--- src/rtl/mux_scan_pkg.sv ---
// Shared definitions for the 4:1 mux scan sequencer.
//   NUM_CH - number of mux channels scanned per snapshot
//   SEL_W  - width of the mux select
//   CNT_W  - width of the settle counter (SETTLE_CYCLES up to 255)
package mux_scan_pkg;

  localparam int unsigned NUM_CH = 4;
  localparam int unsigned SEL_W  = 2;
  localparam int unsigned CNT_W  = 8;

  typedef enum logic [1:0] {
    IDLE   = 2'd0,
    SETTLE = 2'd1,
    DONE   = 2'd2
  } state_e;

endpackage

--- src/rtl/scan_settle_timer.sv ---
// Settle-time counter for one mux channel.
//   clk   - clock, rising edge
//   rst   - synchronous active-high reset
//   clr_i - hold the counter at zero (asserted outside SETTLE)
//   tc_o  - terminal count: this is the last settle cycle of the channel
// The counter wraps to zero on terminal count so the next channel starts fresh.
module scan_settle_timer
  import mux_scan_pkg::*;
#(
  parameter int unsigned SETTLE_CYCLES = 1
) (
  input  logic clk,
  input  logic rst,
  input  logic clr_i,
  output logic tc_o
);

  logic [CNT_W-1:0] cnt_q, cnt_d;

  assign tc_o = (cnt_q == CNT_W'(SETTLE_CYCLES - 1));

  always_comb begin
    cnt_d = cnt_q + CNT_W'(1);
    if (clr_i || tc_o) begin
      cnt_d = '0;
    end
  end

  always_ff @(posedge clk) begin
    if (rst) begin
      cnt_q <= '0;
    end else begin
      cnt_q <= cnt_d;
    end
  end

endmodule

--- src/rtl/mux_scan_sequencer.sv ---
// Polls an external 4:1 mux: steps select through channels 0..3, samples the
// mux output in the last settle cycle of each channel, and presents the four
// bits as one snapshot over a valid/ready handshake.
//   clk        - clock, rising edge
//   rst        - synchronous active-high reset, discards any partial scan
//   start      - scan request, honoured only when idle
//   select     - registered mux select
//   y_in       - mux output
//   scan_data  - snapshot, bit k sampled while select==k
//   scan_valid - snapshot available
//   scan_ready - consumer accepts snapshot
//   busy       - scan in progress or snapshot pending
//   overrun    - sticky, start seen while busy
module mux_scan_sequencer
  import mux_scan_pkg::*;
#(
  parameter int unsigned SETTLE_CYCLES = 1,
  parameter bit          AUTO_RESTART  = 1'b0
) (
  input  logic             clk,
  input  logic             rst,
  input  logic             start,
  output logic [SEL_W-1:0] select,
  input  logic             y_in,
  output logic [NUM_CH-1:0] scan_data,
  output logic             scan_valid,
  input  logic             scan_ready,
  output logic             busy,
  output logic             overrun
);

  state_e             state_q, state_d;
  logic [SEL_W-1:0]   ch_q, ch_d;
  logic [SEL_W-1:0]   sel_q, sel_d;
  logic [NUM_CH-2:0]  shadow_q, shadow_d;
  logic [NUM_CH-1:0]  data_q, data_d;
  logic               valid_q, valid_d;
  logic               ovr_q, ovr_d;
  logic               tc;

  scan_settle_timer #(
    .SETTLE_CYCLES(SETTLE_CYCLES)
  ) u_timer (
    .clk  (clk),
    .rst  (rst),
    .clr_i(state_q != SETTLE),
    .tc_o (tc)
  );

  always_comb begin
    state_d  = state_q;
    ch_d     = ch_q;
    shadow_d = shadow_q;
    data_d   = data_q;
    valid_d  = valid_q;
    ovr_d    = ovr_q | (start && (state_q != IDLE));
    unique case (state_q)
      IDLE: begin
        if (start) begin
          state_d = SETTLE;
          ch_d    = '0;
        end
      end
      SETTLE: begin
        if (tc) begin
          if (ch_q == SEL_W'(NUM_CH - 1)) begin
            // Last channel goes straight into the snapshot, not via the shadow.
            data_d  = {y_in, shadow_q};
            valid_d = 1'b1;
            state_d = DONE;
          end else begin
            shadow_d[ch_q] = y_in;
            ch_d           = ch_q + SEL_W'(1);
          end
        end
      end
      DONE: begin
        if (valid_q && scan_ready) begin
          valid_d = 1'b0;
          ch_d    = '0;
          state_d = AUTO_RESTART ? SETTLE : IDLE;
        end
      end
      default: state_d = IDLE;
    endcase
    // Select is registered from the next-state view so it changes on the same
    // edge as the channel counter.
    sel_d = (state_d == SETTLE) ? ch_d : '0;
  end

  always_ff @(posedge clk) begin
    if (rst) begin
      state_q  <= IDLE;
      ch_q     <= '0;
      sel_q    <= '0;
      shadow_q <= '0;
      data_q   <= '0;
      valid_q  <= 1'b0;
      ovr_q    <= 1'b0;
    end else begin
      state_q  <= state_d;
      ch_q     <= ch_d;
      sel_q    <= sel_d;
      shadow_q <= shadow_d;
      data_q   <= data_d;
      valid_q  <= valid_d;
      ovr_q    <= ovr_d;
    end
  end

  assign select     = sel_q;
  assign scan_data  = data_q;
  assign scan_valid = valid_q;
  assign busy       = (state_q != IDLE);
  assign overrun    = ovr_q;

endmodule

--- config.mk ---
export PLATFORM = sky130hd
export DESIGN_NAME = mux_scan_sequencer
export DESIGN_NICKNAME = d
export VERILOG_FILES = /design/src/rtl/mux_scan_pkg.sv /design/src/rtl/scan_settle_timer.sv /design/src/rtl/mux_scan_sequencer.sv
export SDC_FILE = /design/constraint.sdc
export NUM_CORES = 1
export LEC_CHECK = 0
export ABC_AREA = 0
export CORE_ASPECT_RATIO = 1.25
export CORE_MARGIN = 10
export CORE_UTILIZATION = 48
export DETAILED_ROUTE_END_ITERATION = 7
export GPL_ROUTABILITY_DRIVEN = 0
export PLACE_DENSITY = 0.71
export SLEW_MARGIN = 20
export SYNTH_ARGS = -nofsm -noshare
export SYNTH_HDL_FRONTEND = slang
export SYNTH_SLANG_ARGS = --single-unit
--- constraint.sdc ---
create_clock -name clk -period 1.9 [get_ports clk]
set_input_delay 0.57 -clock clk [delete_from_list [all_inputs] [get_ports clk]]
set_output_delay 0.57 -clock clk [all_outputs]
set_load 0.03 [all_outputs]
Figure 1. Placement density heat map (run 1).
The bar under the picture is 20 microns long. 6 x 7 tiles, from white (low) to dark blue (high), 0 to 100% covered.
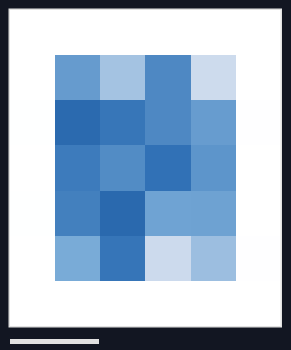
fullest tile: 77%
mean over tiles: 27%
emptiest ninth of the die: top right
tiles over 75% full: 4.8%
Final Util: 60.67%
core utilization before placement: 50.50%
core area: 2004 sq um

Figure 2. Port wiring (run 1).
The bar under the picture is 20 microns long.
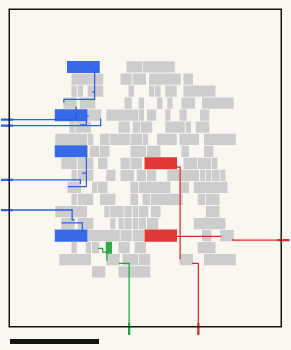
[`scan_data`] blue | bits: 4 | direction: output | edge: left | end cells: 4 | buffers: 4 | wire: 111 microns
[`busy`] green | bits: 1 | direction: output | edge: bottom | end cells: 1 | buffers: 1 | wire: 21.5 microns
[`select`] red | bits: 2 | direction: output | edge: 1 right, 1 bottom | end cells: 2 | buffers: 2 | wire: 57.7 microns
# port buffers: 13
I/O pin count: 14

==> qor.yml, run 1 <==
firstDrtPassIters: 4
synth-xor-area-share_pct: 5.192
r2r-end: "u_timer.cnt_q[6]"
min_path_cells: 2
hold_ws_ps: 477.8
synth-edff-count: 0
power_uw: 798.3
critPathBufInv: 2
clockBufferDepth: 2
nets: 138
crit_start: "state_q[1]"
timing.final.ws_setup_ps: 115.8
hold_class: "reg -> reg"
cp_slowest_cell: "dlygate4sd2_1"
cap_viol_max_count: 0
worstSetupPathType: "reg -> out"
crit_path_start_kind: "flip-flop"
ys_ff: 23
signal_buffers: 20
ys_types: 31
rr_startpoint: "u_timer.cnt_q[1]"
routed_wl_mm: 2.003
status: "finished clean"
clk-power_uw: 228
vias_per_cell: 5.320
holdBufCountCts: 0
yosysCellCount: 109
internal-power_uw: 607.4
common_cells: "23 x dfxtp_1, 15 x nor2_1, 8 x nand2_1, 7 x mux2i_1"
seq_power_share_pct: 62.1
n_clock_buffer: 4
simple_gate_share_pct: 29.67
drt-initial-drc-count: 20
grt_util_all_layers_pct: 10.56
max-slew-margin-rel_pct: 70.33
design_area_sq_um: 1216
netSwitchingPower_uw: 190.9
ys_seq_share_pct: 45.49
end_kind: "output port"
flops: 23
r2r_slack_ps: 140
syn_avg_cell_area_sq_um: 9.286
grt_pass1_wl_mm: 3.505
dp_hpwl_mm: 1.584
adder_share_pct: 2.472
diodes: 0
setup_viol: 0
openroad.warnings: 27
clkSlewWorstSetupHoldPaths_ps: 120
path_max_fanout: 2
hold_start: "scan_valid"
synthMuxAreaShare_pct: 6.922
endpoint: "busy"
n_fill_cell: 178
ys_top_logic_family: "simple AND/OR/NAND/NOR gates"
power.density_nw_per_um2: 656.4
mostFrequentLayoutCell: "dfxtp_1"
grt_pass1_vias: 802
die-area_sq_um: 4357
fp-row-count: 18
cts-htree-levels: 1
worstPathArrival_ps: 1210
layout_min_cycle_time_ps: 1784
yosys_area_sq_um: 1012
dpl.cell_count: 146
top_area_share_pct: 45.49
avgRoutedWirePerCell_microns: 13.35
clock_latency_ps: 320
inverters: 5
synth_top_cell_by_area: "dfxtp_1"
clkPwrFrac_pct: 28.6
taps: 20
p_leak_nw: 0.5560
aoi_share_pct: 6.551
pre_cts_slack_ps: 17.49
synth_warnings: 0
slowest_delay_ps: 350
synthFlopType: "dfxtp_1"
clock-sinks: 23
post_cts_buffers: 0
sh_comb_area_pct: 42.28
biggestCellCategory: "multi-input combinational cells"
drive_gt1_share_pct: 16.15
logic_area_sq_um: 514.2
area_growth_pct: 20.15
postSynthCellCount: 109
buffer_area_share_pct: 14.09
cts_tree: "done"
Figure 3. PDN straps and rails (run 1).
The bar under the picture is 20 microns long. Pins as bars on the die edge. Tap cells in grey.
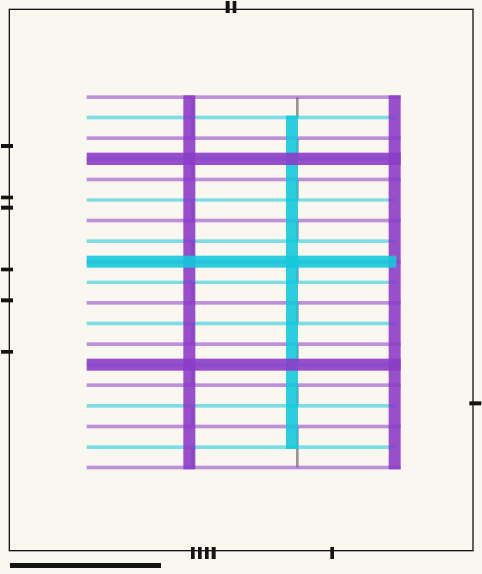
[VSS] purple
[VDD] cyan
met1 rails: 19
met5 straps: 3
die y size: 71.34 microns
VDD IR max: 556.3 uV
die width: 61.08 microns

Figure 4. Sequential cells coloured by netlist name (run 1).
The bar under the picture is 20 microns long.
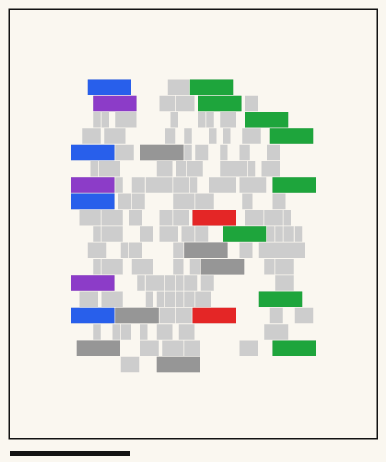
[`u_timer.cnt_q`] green | placed flops: 8
[`select`] red | placed flops: 2
[`scan_data`] blue | placed flops: 4
[`shadow_q`] purple | placed flops: 3
not coloured: 6
FF+latch area: 460.4 sq um
flop share of the area: 37.86%
Seq group: 496 uW

run 1: sequential cells by signal, indices dropped and copies added (netlist names):
signal,count
state_q,2
scan_valid,1
scan_data,4
ch_q,2
select,2
u_timer.cnt_q,8
overrun,1
shadow_q,3
run 1: routing by layer:
layer | vias up | wire, microns
met5 | - | 0
met4 | 0 | 57
met3 | 5 | 110
met2 | 14 | 1086
met1 | 372 | 749
li1 | 407 | -
run 1: repair_timing:
action                                  4_1_cts  5_1_grt
endpoints found under the setup margin        9        0
resized                                       9        0
endpoints found under the hold margin         0        0
run 1: tightest hold or removal path, stage by stage (launching register included):
cell and delay [ps]:
dfxtp_1 340, nand2_1 50, a21oi_1 50
Figure 5. Placed standard cells (run 1).
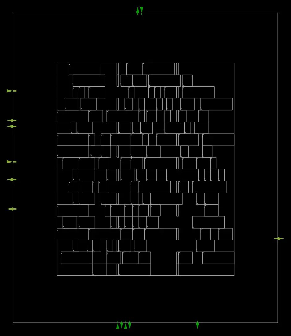

==> run 1 -> run 2 <==
--- a/config.mk
+++ b/config.mk
@@ -8,10 +8,9 @@
 export ABC_AREA = 0
 export CORE_ASPECT_RATIO = 1.25
 export CORE_MARGIN = 10
-export CORE_UTILIZATION = 48
+export CORE_UTILIZATION = 27
 export DETAILED_ROUTE_END_ITERATION = 7
 export GPL_ROUTABILITY_DRIVEN = 0
-export PLACE_DENSITY = 0.71
 export SLEW_MARGIN = 20
 export SYNTH_ARGS = -nofsm -noshare
 export SYNTH_HDL_FRONTEND = slang
Figure 6. Placed standard cells (run 2).
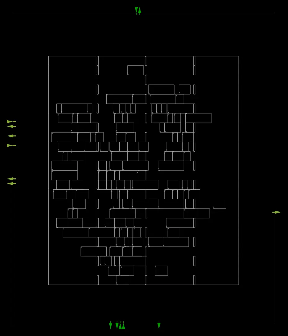
Finished Layout Cells: 168
Tapcell Cnt: 39
seq_cells: 23

Figure 7. Placement density heat map (run 2).
The bar under the picture is 20 microns long. 7 x 9 tiles, from white (low) to dark blue (high), 0 to 100% covered.
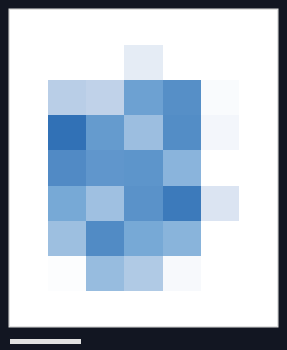
densest ninth of the die: middle
fullest tile: 74%
nearly empty tiles: 57%
emptiest ninth of the die: bottom right
mean over tiles: 18%
Final Util: 35.66%
core utilization before placement: 28.57%
core area: 3543 sq um

==> run 2 against run 1 <==
Against the previous run:
- highest routed layer unchanged
- clock power is 29% higher
- synthesized cell count stayed put
- synthesized area stayed put
- utilization is 25 points lower
- worst hold slack worse by 6.7 ps
- final cell count is 12% higher
- final area is 3.9% higher
- fmax is 3.0% lower
- combinational power is 0.7% lower
- clock-buffer cell count stayed put
==> qor.yml, run 2 <==
netSwitchingPower_uw: 189.9  # was 190.9 uW
area_growth_pct: 24.85  # was 20.15%
ys_types: 31  # unchanged
power_uw: 864.4  # was 798.3 uW
synth_warnings: 0  # unchanged
grt_pass1_vias: 837  # was 802
top_layer_used: "met4"  # unchanged
setup_viol: 0  # unchanged
routed_wl_mm: 1.988  # was 2.003 mm
end_kind: "output port"  # unchanged
internal-power_uw: 674.5  # was 607.4 uW
firstDrtPassIters: 3  # was 4
pre_cts_slack_ps: 13.24  # was 17.49 ps
top_area_share_pct: 45.49  # unchanged
peakVddDrop_uv: 251.2  # was 556.3 uV
die_w_microns: 74.77  # was 61.08 microns
die-area_sq_um: 6613  # was 4357 sq um
seq_area_sq_um: 460.4  # unchanged
clkSlewWorstSetupHoldPaths_ps: 80  # was 120 ps
ys_ff: 23  # unchanged
cts_tree: "done"  # unchanged
grt_util_all_layers_pct: 6.860  # was 10.56%
ys_top_logic_family: "simple AND/OR/NAND/NOR gates"  # unchanged
seq_power_share_pct: 57.3  # was 62.1%
io_buffers: 13  # unchanged
largest_register_ffs: 8  # unchanged
slowest_delay_ps: 680  # was 350 ps
wl_met3_microns: 117  # was 110 microns
diodes: 0  # unchanged
mostFrequentLayoutCell: "dfxtp_1"  # unchanged
clock-sinks: 23  # unchanged
p_leak_nw: 0.5391  # was 0.5560 nW
grt_pass1_wl_mm: 3.650  # was 3.505 mm
hold_class: "reg -> reg"  # unchanged
die_y_microns: 88.46  # was 71.34 microns
yosys_area_sq_um: 1012  # unchanged
vias_per_cell: 4.685  # was 5.320
synth-edff-count: 0  # unchanged
common_cells: "23 x dfxtp_1, 15 x nor2_1, 8 x nand2_1, 7 x mux2i_1"  # unchanged
nets: 137  # was 138
syn_avg_cell_area_sq_um: 9.286  # unchanged
wl_met2_mm: 1.079  # was 1.086 mm
timing.final.ws_setup_ps: 59.77  # was 115.8 ps
synth_top_cell_by_area: "dfxtp_1"  # unchanged
synth-xor-area-share_pct: 5.192  # unchanged
status: "finished clean"  # unchanged
cp_slowest_cell: "clkdlybuf4s50_1"  # was dlygate4sd2_1
openroad.warnings: 27  # unchanged
logic_area_sq_um: 514.2  # unchanged
Figure 8. Sequential cells coloured by netlist name (run 2).
The bar under the picture is 20 microns long.
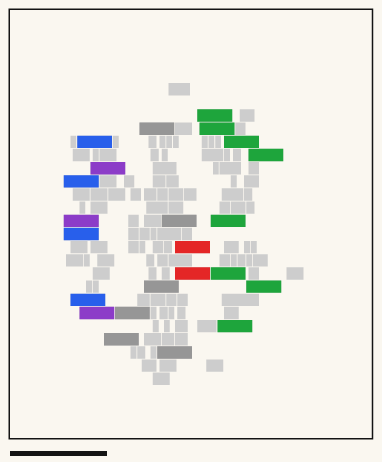
[`u_timer.cnt_q`] green | placed flops: 8
[`select`] red | placed flops: 2
[`scan_data`] blue | placed flops: 4 | where: left middle
[`shadow_q`] purple | placed flops: 3
Seq group: 495 uW
flop share of the area: 36.44%

## run 2: how the worst min path moves through the flow
stage,from,to,slack (ps),depth (start not counted)
final,overrun,overrun,470,2
after global placement,overrun,overrun,460,2
after detailed placement,u_timer.cnt_q[0],u_timer.cnt_q[0],470,1
after global routing,overrun,overrun,520,2
after floorplan,u_timer.cnt_q[0],u_timer.cnt_q[0],440,1
after CTS,scan_valid,scan_valid,480,2
## run 2: final cells by class
cell class | count | share of cell area (%)
sequential | 23 | 36.44
timing repair buffer | 19 | 13.96
inverter | 5 | 1.485
clock buffer | 4 | 3.564
tap | 39 | 3.861
multi-input combinational | 78 | 40.69
## run 2: timing repair
item                                    4_1_cts  5_1_grt
hold buffers                                  0        0
endpoints found under the setup margin        1        1
cloned                                        0        0
pin swaps                                     0        0
resized                                       1        1
Power figures rest on the tool's default switching activity, not on a simulated workload.
